**src/rtl/tea_pkg.sv**
```systemverilog
// Shared TEA definitions for the iterative decryptor.
//
// Contents:
//   DELTA                       TEA key-schedule constant
//   DECRYPT_SUM_0               starting sum for a 32-round decrypt (DELTA*32 mod 2^32)
//   PDF_PLAIN_HEADER_1/2        "%PDF-1.6" split into v0/v1 words
//   PDF_ENCRYPTED_HEADER_1/2    that header encrypted under KEY
//   KEY                         reference 128-bit key
//   tea_state_t                 decryptor FSM states
//   tea_dec_round()             one decrypt round, returns the updated {v0,v1}
package tea_pkg;

    localparam logic [31:0]  DELTA                  = 32'h9e37_79b9;
    localparam logic [31:0]  DECRYPT_SUM_0          = 32'hc6ef_3720;
    localparam logic [31:0]  PDF_PLAIN_HEADER_1     = 32'h2550_4446;
    localparam logic [31:0]  PDF_PLAIN_HEADER_2     = 32'h2d31_2e36;
    localparam logic [31:0]  PDF_ENCRYPTED_HEADER_1 = 32'h42c3_7893;
    localparam logic [31:0]  PDF_ENCRYPTED_HEADER_2 = 32'hfbc2_d912;
    localparam logic [127:0] KEY = 128'h4875_6c6b_2069_7320_7468_616c_616d_6963;

    typedef enum logic [1:0] {
        ST_IDLE = 2'd0,
        ST_RUN  = 2'd1,
        ST_DONE = 2'd2
    } tea_state_t;

    // v1 is updated first and the new v1 feeds the v0 update, undoing the
    // encrypt round in reverse order. All arithmetic wraps mod 2^32.
    function automatic logic [63:0] tea_dec_round(
        input logic [31:0]  v0,
        input logic [31:0]  v1,
        input logic [127:0] key,
        input logic [31:0]  sum
    );
        logic [31:0] k0, k1, k2, k3;
        logic [31:0] nv0, nv1;
        k0  = key[127:96];
        k1  = key[95:64];
        k2  = key[63:32];
        k3  = key[31:0];
        nv1 = v1 - (((v0 << 4) + k2) ^ (v0 + sum) ^ ((v0 >> 5) + k3));
        nv0 = v0 - (((nv1 << 4) + k0) ^ (nv1 + sum) ^ ((nv1 >> 5) + k1));
        return {nv0, nv1};
    endfunction

endpackage

```
**src/rtl/tea_round_dec.sv**
```systemverilog
// Combinational single TEA decrypt round.
//
// Ports:
//   v0, v1     in   current block words
//   key        in   128-bit key {k0,k1,k2,k3}
//   sum        in   round sum for this round
//   v0_next    out  v0 after the round
//   v1_next    out  v1 after the round
module tea_round_dec
    import tea_pkg::*;
(
    input  logic [31:0]  v0,
    input  logic [31:0]  v1,
    input  logic [127:0] key,
    input  logic [31:0]  sum,
    output logic [31:0]  v0_next,
    output logic [31:0]  v1_next
);

    assign {v0_next, v1_next} = tea_dec_round(v0, v1, key, sum);

endmodule

```
**src/rtl/tea_decrypt_seq.sv**
```systemverilog
// Iterative TEA decryptor: one round per enabled clock over a valid/ready
// stream of 64-bit blocks, with a sticky check that the first block of each
// file decrypts to the expected plaintext header.
//
// Ports:
//   clk, rst            clock (rising edge), asynchronous active-high reset
//   ena                 clock enable; low freezes everything and blocks handshakes
//   start_frame         with an input handshake, marks the first block of a file
//   in_valid/in_ready   input handshake
//   in_block            ciphertext {v0,v1}
//   key                 {k0,k1,k2,k3}, sampled at accept
//   out_valid/out_ready output handshake
//   out_block           plaintext {v0,v1}
//   hdr_checked         sticky: first block of the current file has been decrypted
//   hdr_ok              sticky: that block matched HDR_PLAIN
module tea_decrypt_seq #(
    parameter int          ROUNDS       = 32,
    parameter logic [31:0] DELTA        = tea_pkg::DELTA,
    parameter logic [63:0] HDR_PLAIN    = {tea_pkg::PDF_PLAIN_HEADER_1,
                                           tea_pkg::PDF_PLAIN_HEADER_2},
    parameter bit          CHECK_HEADER = 1'b1
) (
    input  logic         clk,
    input  logic         rst,
    input  logic         ena,
    input  logic         start_frame,
    input  logic         in_valid,
    output logic         in_ready,
    input  logic [63:0]  in_block,
    input  logic [127:0] key,
    output logic         out_valid,
    input  logic         out_ready,
    output logic [63:0]  out_block,
    output logic         hdr_checked,
    output logic         hdr_ok
);

    import tea_pkg::*;

    // One extra counter bit so the count can reach ROUNDS without wrapping.
    localparam int          CW       = $clog2(ROUNDS + 1);
    localparam logic [31:0] SUM_INIT = DELTA * 32'(ROUNDS);
    localparam logic [CW-1:0] LAST   = CW'(ROUNDS - 1);

    tea_state_t     state, state_next;
    logic [31:0]    v0, v1, sum;
    logic [127:0]   key_q;
    logic [CW-1:0]  count;
    logic           first;
    logic [31:0]    v0_next, v1_next;
    logic           last_round;

    tea_round_dec u_round (
        .v0      (v0),
        .v1      (v1),
        .key     (key_q),
        .sum     (sum),
        .v0_next (v0_next),
        .v1_next (v1_next)
    );

    // count holds the index of the round being executed this cycle.
    assign last_round = (count == LAST);

    always_ff @(posedge clk or posedge rst) begin
        if (rst) begin
            state <= ST_IDLE;
        end else begin
            state <= state_next;
        end
    end

    // in_ready is gated by rst so it stays low for the whole reset pulse.
    always_comb begin
        state_next = state;
        in_ready   = 1'b0;
        out_valid  = 1'b0;
        unique case (state)
            ST_IDLE: begin
                in_ready = ena & ~rst;
                if (ena && in_valid) begin
                    state_next = ST_RUN;
                end
            end
            ST_RUN: begin
                if (ena && last_round) begin
                    state_next = ST_DONE;
                end
            end
            ST_DONE: begin
                out_valid = 1'b1;
                if (ena && out_ready) begin
                    state_next = ST_IDLE;
                end
            end
            default: state_next = ST_IDLE;
        endcase
    end

    // Datapath: load at accept, one round per enabled RUN cycle, capture the
    // result and evaluate the header on the last round. hdr_* are cleared by a
    // start_frame accept so a stale verdict never outlives its file.
    always_ff @(posedge clk or posedge rst) begin
        if (rst) begin
            v0          <= '0;
            v1          <= '0;
            sum         <= '0;
            key_q       <= '0;
            count       <= '0;
            first       <= 1'b0;
            out_block   <= '0;
            hdr_checked <= 1'b0;
            hdr_ok      <= 1'b0;
        end else if (ena) begin
            unique case (state)
                ST_IDLE: begin
                    if (in_valid) begin
                        v0    <= in_block[63:32];
                        v1    <= in_block[31:0];
                        key_q <= key;
                        first <= start_frame;
                        sum   <= SUM_INIT;
                        count <= '0;
                        if (start_frame) begin
                            hdr_checked <= 1'b0;
                            hdr_ok      <= 1'b0;
                        end
                    end
                end
                ST_RUN: begin
                    v0    <= v0_next;
                    v1    <= v1_next;
                    sum   <= sum - DELTA;
                    count <= count + 1'b1;
                    if (last_round) begin
                        out_block <= {v0_next, v1_next};
                        if (first && CHECK_HEADER) begin
                            hdr_checked <= 1'b1;
                            hdr_ok      <= ({v0_next, v1_next} == HDR_PLAIN);
                        end
                    end
                end
                default: begin
                end
            endcase
        end
    end

endmodule

```
**config.mk**
```make
export PLATFORM = sky130hd
export DESIGN_NAME = tea_decrypt_seq
export DESIGN_NICKNAME = d
export VERILOG_FILES = /design/src/rtl/tea_pkg.sv /design/src/rtl/tea_round_dec.sv /design/src/rtl/tea_decrypt_seq.sv
export SDC_FILE = /design/constraint.sdc
export NUM_CORES = 1
export LEC_CHECK = 0
export CORE_AREA = 2 2 216 218
export DETAILED_ROUTE_END_ITERATION = 6
export DIE_AREA = 0 0 218 220
export PLACE_DENSITY = 0.76
export SYNTH_ARGS = -nofsm -noshare
export SYNTH_HDL_FRONTEND = slang
export SYNTH_SLANG_ARGS = --single-unit
```
**constraint.sdc**
```tcl
create_clock -name clk -period 9.4 [get_ports clk]
set_input_delay 1.88 -clock clk [delete_from_list [all_inputs] [get_ports clk]]
set_output_delay 1.88 -clock clk [all_outputs]
set_load 0.02 [all_outputs]
```
==> images/met1.png <==
Bar = 50 um. Supply wires on this layer in gray.
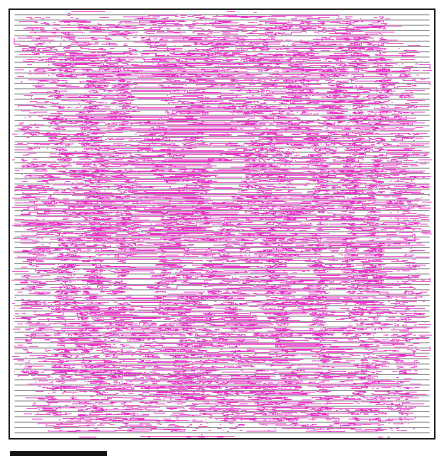
share of all routed wire = 45%
main direction = horizontal
longest straight run = 75.4 um
Via Count: 23324
grt met1 use: 0.505
final WL: 86.1 mm

==> qor.txt <==
fillers - 3733
RSZ-0062 raised after global routing - true
most common cell in the synthesized netlist - nand2_1
max layer used - met4
DIE AREA - 48000 um2
CTS tree - done
wire per inst - 21.9 um
measured slew at the worst slew-check pin - 1050 ps
wl on met1 - 38.6 mm
Largest type area fraction - 0.312
most used cell, CP - a21o_1
port buffer count - 265
status - finished with violations
CP Launch Point - key_q[0]
Ports - 266
slowest CP cell - or4b_4
startpoint types - flop
CP Max Fanout - 5
Tmin final - 9190 ps
minimum hold slack - 485 ps
FF-to-FF End - hdr_ok
H-tree Lvls - 2
unique cell type count in the Yosys netlist - 77
total CTS buffers - 36
Worst Reg2Reg Path Length in Cells - 43
Ys Warns - 0
top cells by count - nand2_1 (581), xnor2_1 (312), dfrtp_1 (299)
Iteration-0 DRC Markers - 2028
net count after synthesis - 3258
layout cells sized above 1 - 0.154
failing checks - design-rule violations
fin. max-slew vios - 0
fin nets - 3748
first-pass GRT wire length - 129 mm
initial antenna violation count - 1
FF-to-FF setup slack - 210 ps
Clk Latency, worst-skew pair - 580 ps
area delta synth->final - 29.3%
Vias/cell - 5.93
Setup-failing EPs final - 0
Die Ht - 220 um
synthesized instance count - 2811
Max Cap Viol - 0
Cells after DPL - 3853
clk buf depth - 3
antenna-violating nets left - 0
busiest grt layer - met2
crit path kind - reg2reg
Top Layout Cells - nand2_1 (581), xnor2_1 (299), dfrtp_1 (293)
Peak Freq - 109 MHz
Cell area leaders - dfrtp_1 (31%), ha_1 (13%), xnor2_1 (11%)
total track usage - 0.352
Clock Tree Root - clkbuf_16
yosys cell count - 2811
FP Rows - 79
EDFF count, synth - 0
asr flop ratio synth - 1.00
Die Wd - 218 um
core footprint - 45900 um2
TritonCTS sink count - 299
largest net degree at the start of global routing - 154
total gr overflow - 0
Mean Syn Cell Area - 8.54 um2
final tally of hold violations - 0
Met2 Wirelength - 37.5 mm
register share after synthesis - 0.312
ANT cells - 0
Reg-to-Reg Start - key_q[0]
Final Util - 0.677
Final WS setup - 213 ps
Data arrival, critical path - 9650 ps
# hold bufs at CTS - 0
Crit. End Element - flop
cell type with the largest total area - dfrtp_1
vias in the first global route - 22797
Hold Path Cell Cnt - 2
Chip Area, Yosys - 24000 um2
synthesized flop and latch total - 299
Fin Clk Skew - 24.4 ps
Worst-path clk slew - 60 ps
met3 usage - 0.0591
Hold Path End - key_q[123]
Pre-Repair DR Iteration Count - 7
Final HPWL DP - 67.0 mm
DRC violations left - 4
mapped cell area - 24000 um2
Met3 Wirelength - 7.51 mm
Place WS - -358 ps
cycle use final - 0.977
==> images/gate_families.png <==
Bar = 50 um.
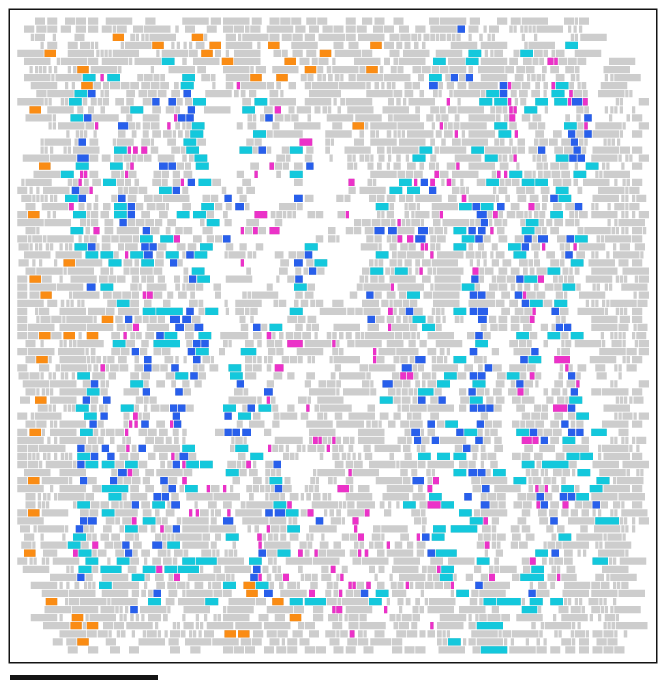
magenta -> NOR gates  # cells 172, most used nor2_1, where widely spread
blue -> AND-OR and OR-AND gates  # cells 215, most used a21o_1
orange -> multiplexers  # cells 45, most used mux2_2
cyan -> adder and majority cells  # cells 249, most used ha_1, where widely spread
most frequent logic cell in the layout: nand2_1
fin cells: 3930
fraction of area in multi-input gates: 0.539

## worst max path at each step
stage	endpoint	slack (ps)	depth (start not counted)
finish	hdr_ok	210	43
detailed placement	hdr_ok	-360	45
global route	hdr_ok	-190	46
CTS	out_block[63]	20	47
floorplan	out_block[63]	300	44
global placement	out_block[63]	-60	44
## logic make-up (layout without fill, tap and decap cells)
group | Yosys count | count (layout) | synth area share
and+or+nand+nor | 915 | 915 | 0.165
AOI/OAI and AO/OA | 776 | 776 | 0.205
xor gates and xnor gates | 384 | 384 | 0.143
DFF | 299 | 299 | 0.312
adders and majority gates | 249 | 249 | 0.132
buffers and inverters | 143 | 655 | 0.0224
muxes | 45 | 45 | 0.0211
## per-stage QoR
step	instance area, um2	setup TNS (ps)
2_1_floorplan	24000	0
3_3_place_gp	29000	-90.3
3_5_place_dp	29000	-991
4_1_cts	30200	0
5_1_grt	31000	-252
6_report	31000	0
## cell type report
cell class              instances  area (um2)  area share
clock inverters                12         150     0.00484
multi-input cells            2369       16700       0.539
inverters                      67         255     0.00822
well taps                     607         759      0.0245
repair buffers                528        4650       0.150
clock buffers                  48        1020      0.0328
flip-flops and latches        299        7490       0.241
## critical path, delay by kind of cell, from the launching register on
family / cells / cell delay [ps]
xor gates and xnor gates: 7 / 1470
AOI/OAI and AO/OA: 20 / 3810
DFF: 1 / 390
adders and majority gates: 5 / 1450
and+or+nand+nor: 8 / 1530
buffers and inverters: 3 / 420
## sequential cells by signal, indices dropped and copies added, names as in the netlist
signal	flops
sum	32
v1	32
first	1
count	6
out_block	64
state	2
hdr_ok	1
v0	32
hdr_checked	1
key_q	128
## what timing repair did
item                                    in CTS  in global routing
endpoints found under the setup margin       3                 13
resized                                      7                140
setup buffers                                0                 17
pin swaps                                    1                 91
